<file path="src/rtl/frame_len_queue.sv">
// Per-class frame descriptor FIFO feeding the queue server: holds frame lengths in
// 16 B units and drains the head frame one unit per granted clock.
module frame_len_queue #(
    parameter int unsigned DEPTH   = 8,
    parameter int unsigned AW      = 3,
    parameter int unsigned MIN_LEN = 4,
    parameter int unsigned MAX_LEN = 95
) (
    input  logic          clk,
    input  logic          rst,
    input  logic          wr_en,
    input  logic [7:0]    wr_len,
    input  logic          bool_go,
    output logic [7:0]    pkt_len,
    output logic          tx_valid,
    output logic          tx_last,
    output logic          full,
    output logic          empty,
    output logic [AW:0]   count,
    output logic [7:0]    drop_cnt
);

    typedef enum logic [1:0] {S_EMPTY, S_HEAD, S_XMIT} state_t;

    localparam logic [7:0]  MIN_L    = 8'(MIN_LEN);
    localparam logic [7:0]  MAX_L    = 8'(MAX_LEN);
    localparam logic [AW:0] DEPTH_C  = (AW+1)'(DEPTH);
    localparam logic [AW:0] CNT_ONE  = (AW+1)'(1);

    logic [7:0]    mem_q [DEPTH];
    state_t        state_q, state_d;
    logic [7:0]    residual_q, residual_d;
    logic [AW-1:0] rd_ptr_q, rd_ptr_d;
    logic [AW-1:0] wr_ptr_q, wr_ptr_d;
    logic [AW:0]   count_q, count_d;
    logic [7:0]    drop_q, drop_d;
    logic          tx_valid_q, tx_valid_d;
    logic          tx_last_q, tx_last_d;
    logic          wr_ok;
    logic          pop;

    assign full     = (count_q == DEPTH_C);
    assign empty    = (count_q == '0);
    assign count    = count_q;
    assign pkt_len  = residual_q;
    assign tx_valid = tx_valid_q;
    assign tx_last  = tx_last_q;
    assign drop_cnt = drop_q;

    // Uses the registered full flag, so a write racing a pop while full is rejected.
    assign wr_ok = wr_en && !full && (wr_len >= MIN_L) && (wr_len <= MAX_L);

    always_comb begin
        state_d    = state_q;
        residual_d = residual_q;
        rd_ptr_d   = rd_ptr_q;
        tx_valid_d = 1'b0;
        tx_last_d  = 1'b0;
        pop        = 1'b0;

        case (state_q)
            S_EMPTY: begin
                if (count_q != '0) begin
                    residual_d = mem_q[rd_ptr_q];
                    state_d    = S_HEAD;
                end
            end
            S_HEAD, S_XMIT: begin
                if (bool_go) begin
                    tx_valid_d = 1'b1;
                    if (residual_q == 8'd1) begin
                        tx_last_d = 1'b1;
                        pop       = 1'b1;
                    end else begin
                        residual_d = residual_q - 8'd1;
                        state_d    = S_XMIT;
                    end
                end
            end
            default: state_d = S_EMPTY;
        endcase

        // On the final unit, load the next descriptor straight away when one is queued.
        if (pop) begin
            rd_ptr_d = rd_ptr_q + 1'b1;
            if (count_q > CNT_ONE) begin
                residual_d = mem_q[rd_ptr_d];
                state_d    = S_HEAD;
            end else begin
                residual_d = '0;
                state_d    = S_EMPTY;
            end
        end
    end

    always_comb begin
        count_d = count_q;
        case ({wr_ok, pop})
            2'b10:   count_d = count_q + CNT_ONE;
            2'b01:   count_d = count_q - CNT_ONE;
            default: count_d = count_q;
        endcase
        wr_ptr_d = wr_ok ? wr_ptr_q + 1'b1 : wr_ptr_q;
        drop_d   = (wr_en && !wr_ok && drop_q != 8'hFF) ? drop_q + 8'd1 : drop_q;
    end

    always_ff @(posedge clk) begin
        if (wr_ok) mem_q[wr_ptr_q] <= wr_len;
    end

    always_ff @(posedge clk or posedge rst) begin
        if (rst) begin
            state_q    <= S_EMPTY;
            residual_q <= '0;
            rd_ptr_q   <= '0;
            wr_ptr_q   <= '0;
            count_q    <= '0;
            drop_q     <= '0;
            tx_valid_q <= 1'b0;
            tx_last_q  <= 1'b0;
        end else begin
            state_q    <= state_d;
            residual_q <= residual_d;
            rd_ptr_q   <= rd_ptr_d;
            wr_ptr_q   <= wr_ptr_d;
            count_q    <= count_d;
            drop_q     <= drop_d;
            tx_valid_q <= tx_valid_d;
            tx_last_q  <= tx_last_d;
        end
    end

endmodule

</file>
<file path="config.mk">
export PLATFORM = sky130hd
export DESIGN_NAME = frame_len_queue
export DESIGN_NICKNAME = d
export VERILOG_FILES = /design/src/rtl/frame_len_queue.sv
export SDC_FILE = /design/constraint.sdc
export NUM_CORES = 1
export LEC_CHECK = 0
export ABC_AREA = 1
export CAP_MARGIN = 20
export CORE_MARGIN = 2
export CORE_UTILIZATION = 50
export CTS_BUF_LIST = sky130_fd_sc_hd__clkbuf_16
export DETAILED_ROUTE_END_ITERATION = 10
export PLACE_DENSITY = 0.73
export REMOVE_ABC_BUFFERS = 1
export SYNTH_ARGS = -nofsm -noshare
export SYNTH_HDL_FRONTEND = slang
export SYNTH_SLANG_ARGS = --single-unit
</file>
<file path="constraint.sdc">
create_clock -name clk -period 4.86 [get_ports clk]
set_input_delay 0.972 -clock clk [delete_from_list [all_inputs] [get_ports clk]]
set_output_delay 0.972 -clock clk [all_outputs]
set_load 0.01 [all_outputs]
</file>
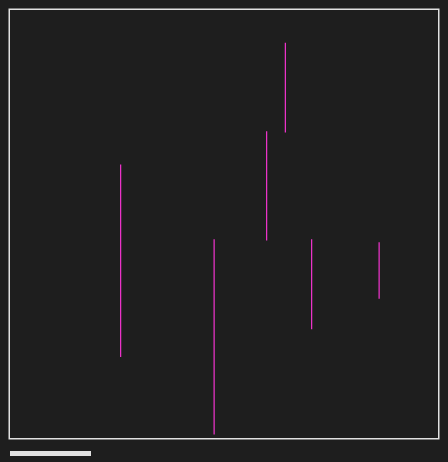
Figure 1: met4 routing.
Scale bar: 20 um.
The layer carries 178 um of wire. The layer holds 1.5% of the routed length. The wires run mostly vertical.
vias: 4,134
WL final: 12.1 mm

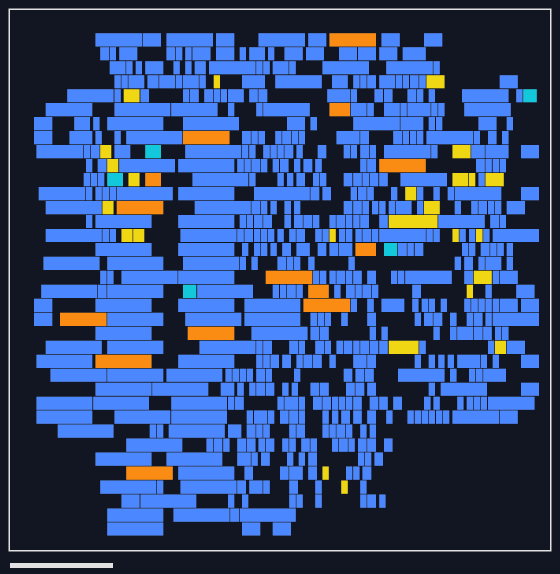
Figure 2: sizing map.
Scale bar: 20 um.
drive 1 or less: in blue, cells 588, most used nand2_1. drive 6 and up: in orange, cells 14, most used clkbuf_16. drive 3 to 4: in cyan, cells 5, most used buf_4. drive 2: in yellow, cells 25, most used inv_2.

==> impl_metrics.toml <==
# implementation run metrics
[critical_path]
crit_chain = "inv_1 > ha_1 > inv_1 > nor3_2 > clkdlybuf4s50_1"
cp_max_fo = 5
crit_arrival_ps = 2080
critical_path.top_delay_family = "buffers and inverters"
required_ps = 3890
reg2reg_from = "rd_ptr_q[1]"
startpoint = "count[0]"
r2r_cells = 10
critPathBufInv = 3
end_kind = "output port"
reg2reg_slack_ps = 2110
path_class = "flip-flop to output port"

[placed_design]
dp_hpwl_mm = 8.37
portBuffers = 35
place_ws_ps = 1580

[routing]
route.detailed.drc = 0
met3_length_um = 859
avgRoutedWirePerCell_um = 15.8
first_iter_violations = 456
viasPerCell = 5.40

[layout]
seq_share_pct = 46.0
drive_gt1_share_pct = 6.96
comb_share_pct = 34.8
nFillCells = 841
ff_latch_area_um2 = 2670
most-common-layout-cells = "nand2_1, nand3_1, nor2_1"
fin_area_um2 = 5810
combGateArea_um2 = 2020
fin_cells = 765
num_antenna_cells = 0
logic_gates = 414

[run_status]
outcome = "completed"

[sta]
max_freq_ghz = 0.327
rsz0062_at_grt = "false"
tightest_slew_ps = 794
fin_crit_sh_pct = 62.9
holdWs_ps = 510
fin_setup_tns_ps = 0

[power]
p_per_area_nw_per_um2 = 623
leakagePower_nw = 2.51
peakVddDrop_mv = 0.329

[synth]
top_area_share_pct = 37.6
yosys_area_um2 = 5110
yosysWarnings = 0
synth-edff-count = 64
largest_area_cell = "edfxtp_1"
ys.flops = 94
synthArstFlopShare_pct = 31.9
common_cells = "nand2_1, nand3_1, nor2_1"
area_leaders = "edfxtp_1, dfrtp_1, nand2_1"

[floorplanning]
coreArea_um2 = 9860
die_w_um = 105
num_rows = 36
die_area_um2 = 11000
pin_count = 36
num_tap_cells = 133

[clock_tree]
clock-root-buffer = "clkbuf_16"
htree_levels = 3
postCtsSetupRepairBufs = 0
clock_sinks = 94
clk_latency_ps = 350

[min_path]
min_path_cells = 2
hp-class = "flip-flop to flip-flop"
min_from = "drop_cnt[7]"
hold_end = "drop_cnt[7]"

[global_route]
met2_usage_pct = 33.0
grt_pass1_wl_mm = 19.6
grt-ovfl-total = 0
antenna_found_initial = 0
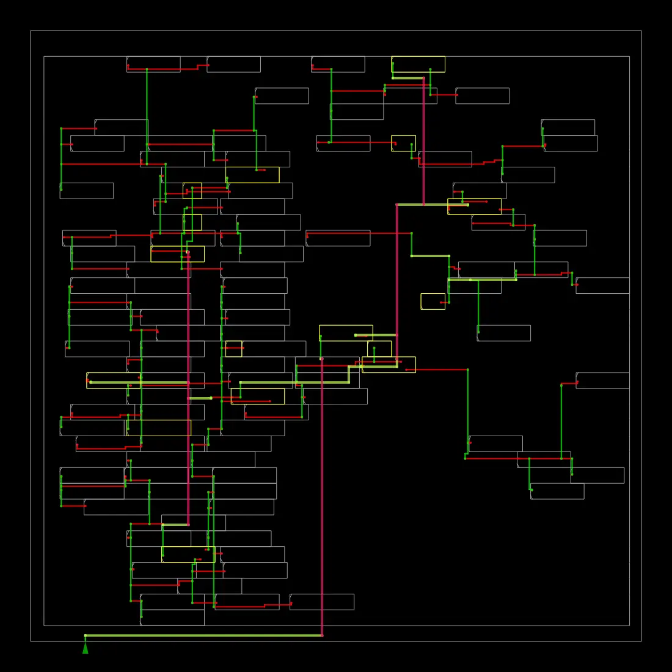
Figure 3: the clock network.
Fin Clk Skew: 7.98 ps
Layout clock buffers: 9

[sequential cells by signal (all words and copies together), names as in the netlist]
signal,flops
mem_q,64
rd_ptr_q,3
state_q,2
count,4
tx_last,1
wr_ptr_q,3
pkt_len,8
drop_cnt,8
tx_valid,1
[kinds of logic (layout without fill, tap and decap cells)]
family | Yosys count | after routing | share of synthesized area [%]
DFF | 94 | 94 | 52.3
xor gates and xnor gates | 16 | 16 | 2.89
AOI/OAI and AO/OA | 71 | 71 | 7.79
buffers and inverters | 96 | 124 | 8.13
and+or+nand+nor | 316 | 316 | 26.2
adders and majority gates | 11 | 11 | 2.69
[report_power, final]
part	internal, W	total (W)	switching (W)
sequential	0.00100	0.00115	0.000151
combinational	0.000642	0.00172	0.00108
clock	0.000413	0.000746	0.000333
total	0.00205	0.00362	0.00156
